**Congestion heat map**

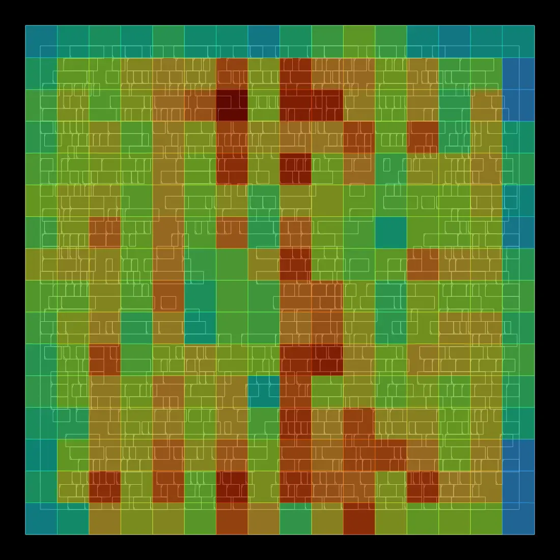
**Metal 4**

Supply wires on this layer in grey.
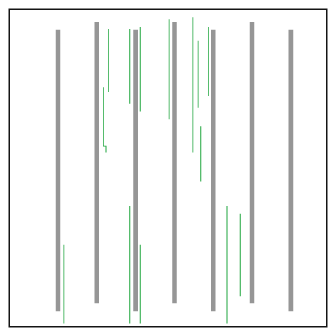
**Metal 2**

Cells faint in the background.
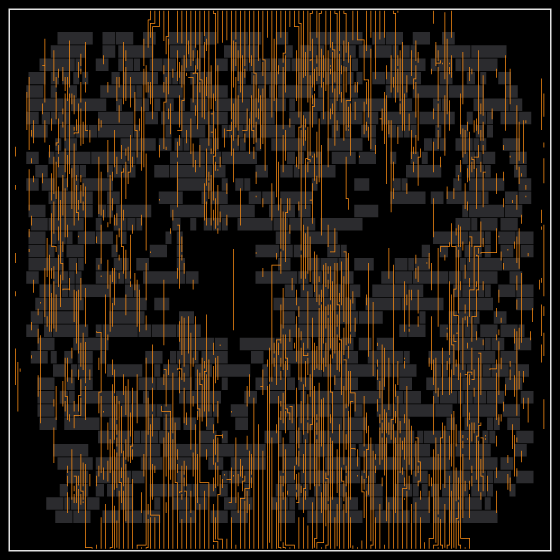
**The metal 3 layer**

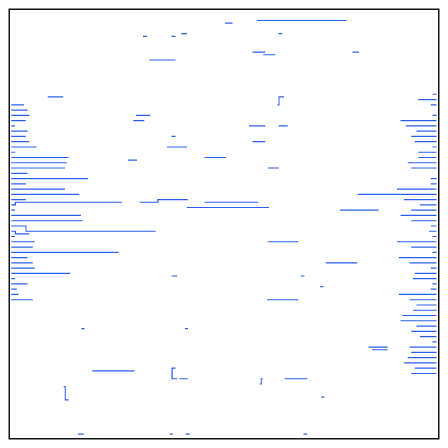
**M1 wires**

Bar = 20 µm. Supply wires on this layer in grey.
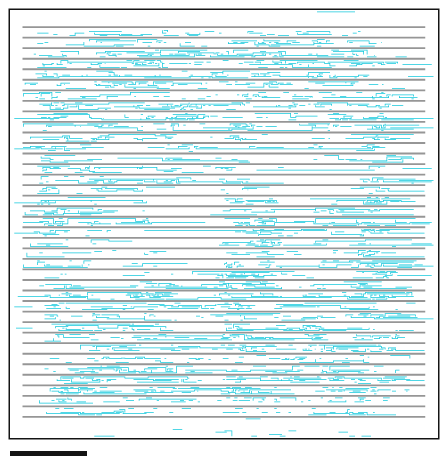
<file path="src/rtl/dmem_arbiter.sv">
// dmem_arbiter
// Shares one single-port data memory between the datapath (core) and an
// external host/loader. Accesses are serialised through a small FSM; when
// both sides request at the same time from IDLE, the side that was not
// granted last wins, so back-to-back contention alternates fairly.
//
// Ports
//   clk, reset        : clock and synchronous active-low reset
//   core_req/we/addr/wdata, core_rdata, core_stall
//                     : datapath load/store port; core_stall freezes the
//                       datapath until its access reaches C_DONE
//   host_req/we/addr/wdata, host_rdata, host_ack
//                     : host port; host_ack pulses for one cycle on completion
//   mem_re, mem_we, mem_addr, mem_wdata, mem_rdata
//                     : data memory port; mem_rdata is valid one cycle after
//                       the cycle with mem_re=1
module dmem_arbiter #(
  parameter int ADDR_W = 9,
  parameter int DATA_W = 32
) (
  input  logic              clk,
  input  logic              reset,
  input  logic              core_req,
  input  logic              core_we,
  input  logic [ADDR_W-1:0] core_addr,
  input  logic [DATA_W-1:0] core_wdata,
  output logic [DATA_W-1:0] core_rdata,
  output logic              core_stall,
  input  logic              host_req,
  input  logic              host_we,
  input  logic [ADDR_W-1:0] host_addr,
  input  logic [DATA_W-1:0] host_wdata,
  output logic [DATA_W-1:0] host_rdata,
  output logic              host_ack,
  output logic              mem_re,
  output logic              mem_we,
  output logic [ADDR_W-1:0] mem_addr,
  output logic [DATA_W-1:0] mem_wdata,
  input  logic [DATA_W-1:0] mem_rdata
);

  typedef enum logic [2:0] {
    IDLE   = 3'd0,
    C_ISS  = 3'd1,
    C_RD   = 3'd2,
    C_DONE = 3'd3,
    H_ISS  = 3'd4,
    H_RD   = 3'd5,
    H_DONE = 3'd6
  } state_t;

  state_t            state;
  logic              last_host;   // 1: host was granted last (core wins next tie)
  logic              cap_we;
  logic [ADDR_W-1:0] cap_addr;
  logic [DATA_W-1:0] cap_wdata;
  logic              issuing;

  always_ff @(posedge clk) begin
    if (!reset) begin
      state      <= IDLE;
      last_host  <= 1'b1;
      core_rdata <= '0;
      host_rdata <= '0;
      cap_we     <= 1'b0;
      cap_addr   <= '0;
      cap_wdata  <= '0;
    end else begin
      case (state)
        IDLE: begin
          // Core wins when alone, or on a tie when the host had the last grant.
          if (core_req && (!host_req || last_host)) begin
            state     <= C_ISS;
            last_host <= 1'b0;
            cap_we    <= core_we;
            cap_addr  <= core_addr;
            cap_wdata <= core_wdata;
          end else if (host_req) begin
            state     <= H_ISS;
            last_host <= 1'b1;
            cap_we    <= host_we;
            cap_addr  <= host_addr;
            cap_wdata <= host_wdata;
          end
        end
        C_ISS:  state <= cap_we ? C_DONE : C_RD;
        C_RD: begin
          core_rdata <= mem_rdata;
          state      <= C_DONE;
        end
        C_DONE: state <= IDLE;
        H_ISS:  state <= cap_we ? H_DONE : H_RD;
        H_RD: begin
          host_rdata <= mem_rdata;
          state      <= H_DONE;
        end
        H_DONE: state <= IDLE;
        default: state <= IDLE;
      endcase
    end
  end

  // Strobes are gated by reset so an access caught in ISS is suppressed
  // within the very cycle reset is asserted.
  assign issuing    = reset && ((state == C_ISS) || (state == H_ISS));
  assign mem_we     = issuing && cap_we;
  assign mem_re     = issuing && !cap_we;
  assign mem_addr   = cap_addr;
  assign mem_wdata  = cap_wdata;

  assign core_stall = core_req && !(reset && (state == C_DONE));
  assign host_ack   = reset && (state == H_DONE);

endmodule

</file>
<file path="config.mk">
export PLATFORM = sky130hd
export DESIGN_NAME = dmem_arbiter
export DESIGN_NICKNAME = d
export VERILOG_FILES = /design/src/rtl/dmem_arbiter.sv
export SDC_FILE = /design/constraint.sdc
export NUM_CORES = 1
export LEC_CHECK = 0
export CAP_MARGIN = 20
export CORE_MARGIN = 3
export CORE_UTILIZATION = 40
export CTS_CLUSTER_SIZE = 24
export DETAILED_ROUTE_END_ITERATION = 10
export PLACE_DENSITY = 0.77
export SETUP_SLACK_MARGIN = 0.02
export SYNTH_ARGS = -nofsm -noshare
export SYNTH_HDL_FRONTEND = slang
export SYNTH_SLANG_ARGS = --single-unit
</file>
<file path="constraint.sdc">
create_clock -name clk -period 2.1 [get_ports clk]
set_input_delay 0.42 -clock clk [delete_from_list [all_inputs] [get_ports clk]]
set_output_delay 0.42 -clock clk [all_outputs]
set_load 0.1 [all_outputs]
</file>
==> results_slide.txt <==
Synthesis and Place & Route Summary

Clock network
  • Postcts setup bufs: 0
  • Htree depth: 3
  • Clock Tree Buf Depth: 2
  • Latest clock arrival within the worst-skew pair: 0.37 ns
  • CTS Root Cell: clkbuf_8
  • Clock transition at path regs: 0.10 ns
  • Cts bufs inserted: 9
  • PostCTS Resize Cnt: 2
  • CTS tree: built
  • CTS Sinks: 110

Timing
  • Setup violators final: 0
  • Fin Hold WS: around 0.40 ns
  • Final setup margin: 0.122 ns
  • Fin. max-slew vios: 0
  • Setup TNS: 0 ns
  • Clock Skew: 0.0177 ns
  • Worst Tran Pin Value: 0.720 ns
  • RSZ-0062 raised after global routing: no
  • Final min period: 1.98 ns
  • Slew HR: 0.520
  • Max frequency: 0.506 GHz
  • Hold Violations, Final: 0

Finish
  • Layout area overhead: 54.8%
  • Nets: 882
  • Layout cells sized above 1: 0.205
  • Fin area: approximately 6800 µm²
  • Final core occ: 0.646
  • Non-Filler Instances: around 900

Die
  • FP Rows: 37
  • Core area: 10,500 µm²
  • Die Span Y: 111 µm
  • FP Util: 0.417

Worst setup path
  • Worst setup path start: state[2]$_SDFFE_PN0P_
  • Worst path max stage delay: roughly 0.40 ns
  • CP top delay family: AND-OR/OR-AND gates
  • Crit path required time: 1.68 ns
  • Critical path launch point type: register
  • Worst r2r dst: state[0]$_SDFFE_PN0P_
  • Crit path max fanout: 11
  • Cell count along the critical path: 3
  • FF-to-FF Start: state[0]$_SDFFE_PN0P_
  • CP arrival: 1.56 ns
  • R2r setup slk: 0.25 ns

Job
  • Tally of OpenROAD warnings: 27

Yosys
  • Synth top area share: 0.504
  • Yosys cell count: 552
  • Mean Syn Cell Area: 7.91 µm²
  • Xor/xnor cell area share of the yosys netlist: 0
  • Ao+oa area frac: 0.178
  • Syn Nets: 672
  • Warnings, synthesis: 0
  • Synth logic family: simple AND/OR/NAND/NOR gates
  • Synth area leader: dfxtp_1
  • Post-synth ARST share: 0
  • Yosys chip area: around 4400 µm²
  • Synthesized registers: 110
  • Number of enable flip-flop cells: 0
  • Seq share, synth: 0.504
  • Most common cell in the netlist: nand2_1

Drt
  • Drt drc: 0
  • DR iter-0 viols: 209
  • Initial DRT Pass Iterations: 4

Global routing
  • Vias in the first global route: 4,577
  • Initial antenna violation count: 0
  • Largest net degree at the start of global routing: 66
  • Global-route wire length before repair: 22.9 mm

Placed design
  • Post-Place Cells: ~900
  • Placed Area: 6550 µm²
  • Post-detailed-placement half-perimeter wirelength: 10.4 mm
  • Setup WS pre-CTS: 0.0192 ns

Pwr
  • PwrDens: 1300 nW/µm²
  • Gate power share: 0.547
  • Sw power: 4.67 mW
  • Int Pwr: 4.09 mW
  • Sequential share of power: 0.312
  • Worst IR Drop VDD: 0.000828 V
  • Clock power share: 0.141
  • Pwr Total: around 8.8 mW

Min path
  • Hold crit path type: primary input to register
  • Hold path startpoint: reset
  • Worst hold stages: 2
  • Worst Hold End: state[1]$_SDFFE_PN0P_

Outcome
  • Status: finished clean
## Picture notes: 'congestion heat map'
busiest grt layer: met2
met2 Use GR: 0.381
WL/cell: 15.7 µm
met1 Usage GRT: 0.273
total track usage: 0.224

## Picture notes: 'metal 4'
share of all routed wire	2.9%
nets with wire on the layer	13
wire length on this layer	412 µm
final wirelength: 14.1 mm
via count: 4,614

## Picture notes: 'metal 2'
share of all routed wire	50%
wire length on this layer	7,060 µm
main direction	vertical
longest straight run	38.2 µm
nets with wire on the layer	742

## Picture notes: 'the metal 3 layer'
wire length on this layer	807 µm
share of all routed wire	5.7%
nets with wire on the layer	116
global routing usage on met3: 0.0493

## Picture notes: 'M1 wires'
share of all routed wire	42%
nets with wire on the layer	775

placed cells by master (no fill, tap or decap), types with 2 or more instances in the layout:
cell             count
nor3_1              45
dfxtp_1            108
nor3b_4              2
clkinv_4             2
or3_1                2
inv_1               41
a221oi_1            39
nor2b_1              2
buf_4              122
inv_6                2
clkdlybuf4s50_1    118
a21oi_1             65
clkbuf_8            10
nor2_1               4
dfxtp_4              2
buf_12               5
nand2_1            172
a221oi_2             2
o21a_1               2
power by group through the flow:
stage | logic (mW) | clock network (mW) | registers [mW]
2_1_floorplan | 1.02 | 0 | 5.39
3_3_place_gp | 4.74 | 0 | 2.76
3_5_place_dp | 4.79 | 0 | 2.78
4_1_cts | 4.80 | 1.26 | 2.73
5_1_grt | 4.97 | 1.34 | 2.79
6_report | 4.79 | 1.23 | 2.73
cell families (layout without fill, tap and decap cells):
kind of cell	count (synthesis)	in the layout
AOI/OAI and AO/OA	116	116
buffers and inverters	89	304
DFF	110	110
and+or+nand+nor	237	237
final cells by class:
type                            instances  area (µm²)
Inverter                               42         160
Fill cell                             930        3700
Clock buffer                           10         138
Multi-Input combinational cell        353        1830
Clock inverter                          6        51.3
Tap cell                              136         170
Sequential cell                       110        2210
Timing Repair Buffer                  246        2200
state kept, by name, indices dropped and copies added, names as in the netlist:
| signal | count |
|---|---|
| cap_we | 1 |
| core_rdata | 32 |
| host_rdata | 32 |
| last_host | 1 |
| mem_addr | 9 |
| mem_wdata | 32 |
| state | 3 |
routing by layer:
layer / GRT usage / vias to the layer above / routed length, µm
met3: 0.0493 / 31 / 807
met5: 0 / - / 0
met1: 0.273 / 2157 / 5870
met2: 0.381 / 154 / 7060
met4: 0.0936 / 0 / 412
li1: - / 2272 / -
Power figures rest on the tool's default switching activity, not on a simulated workload.
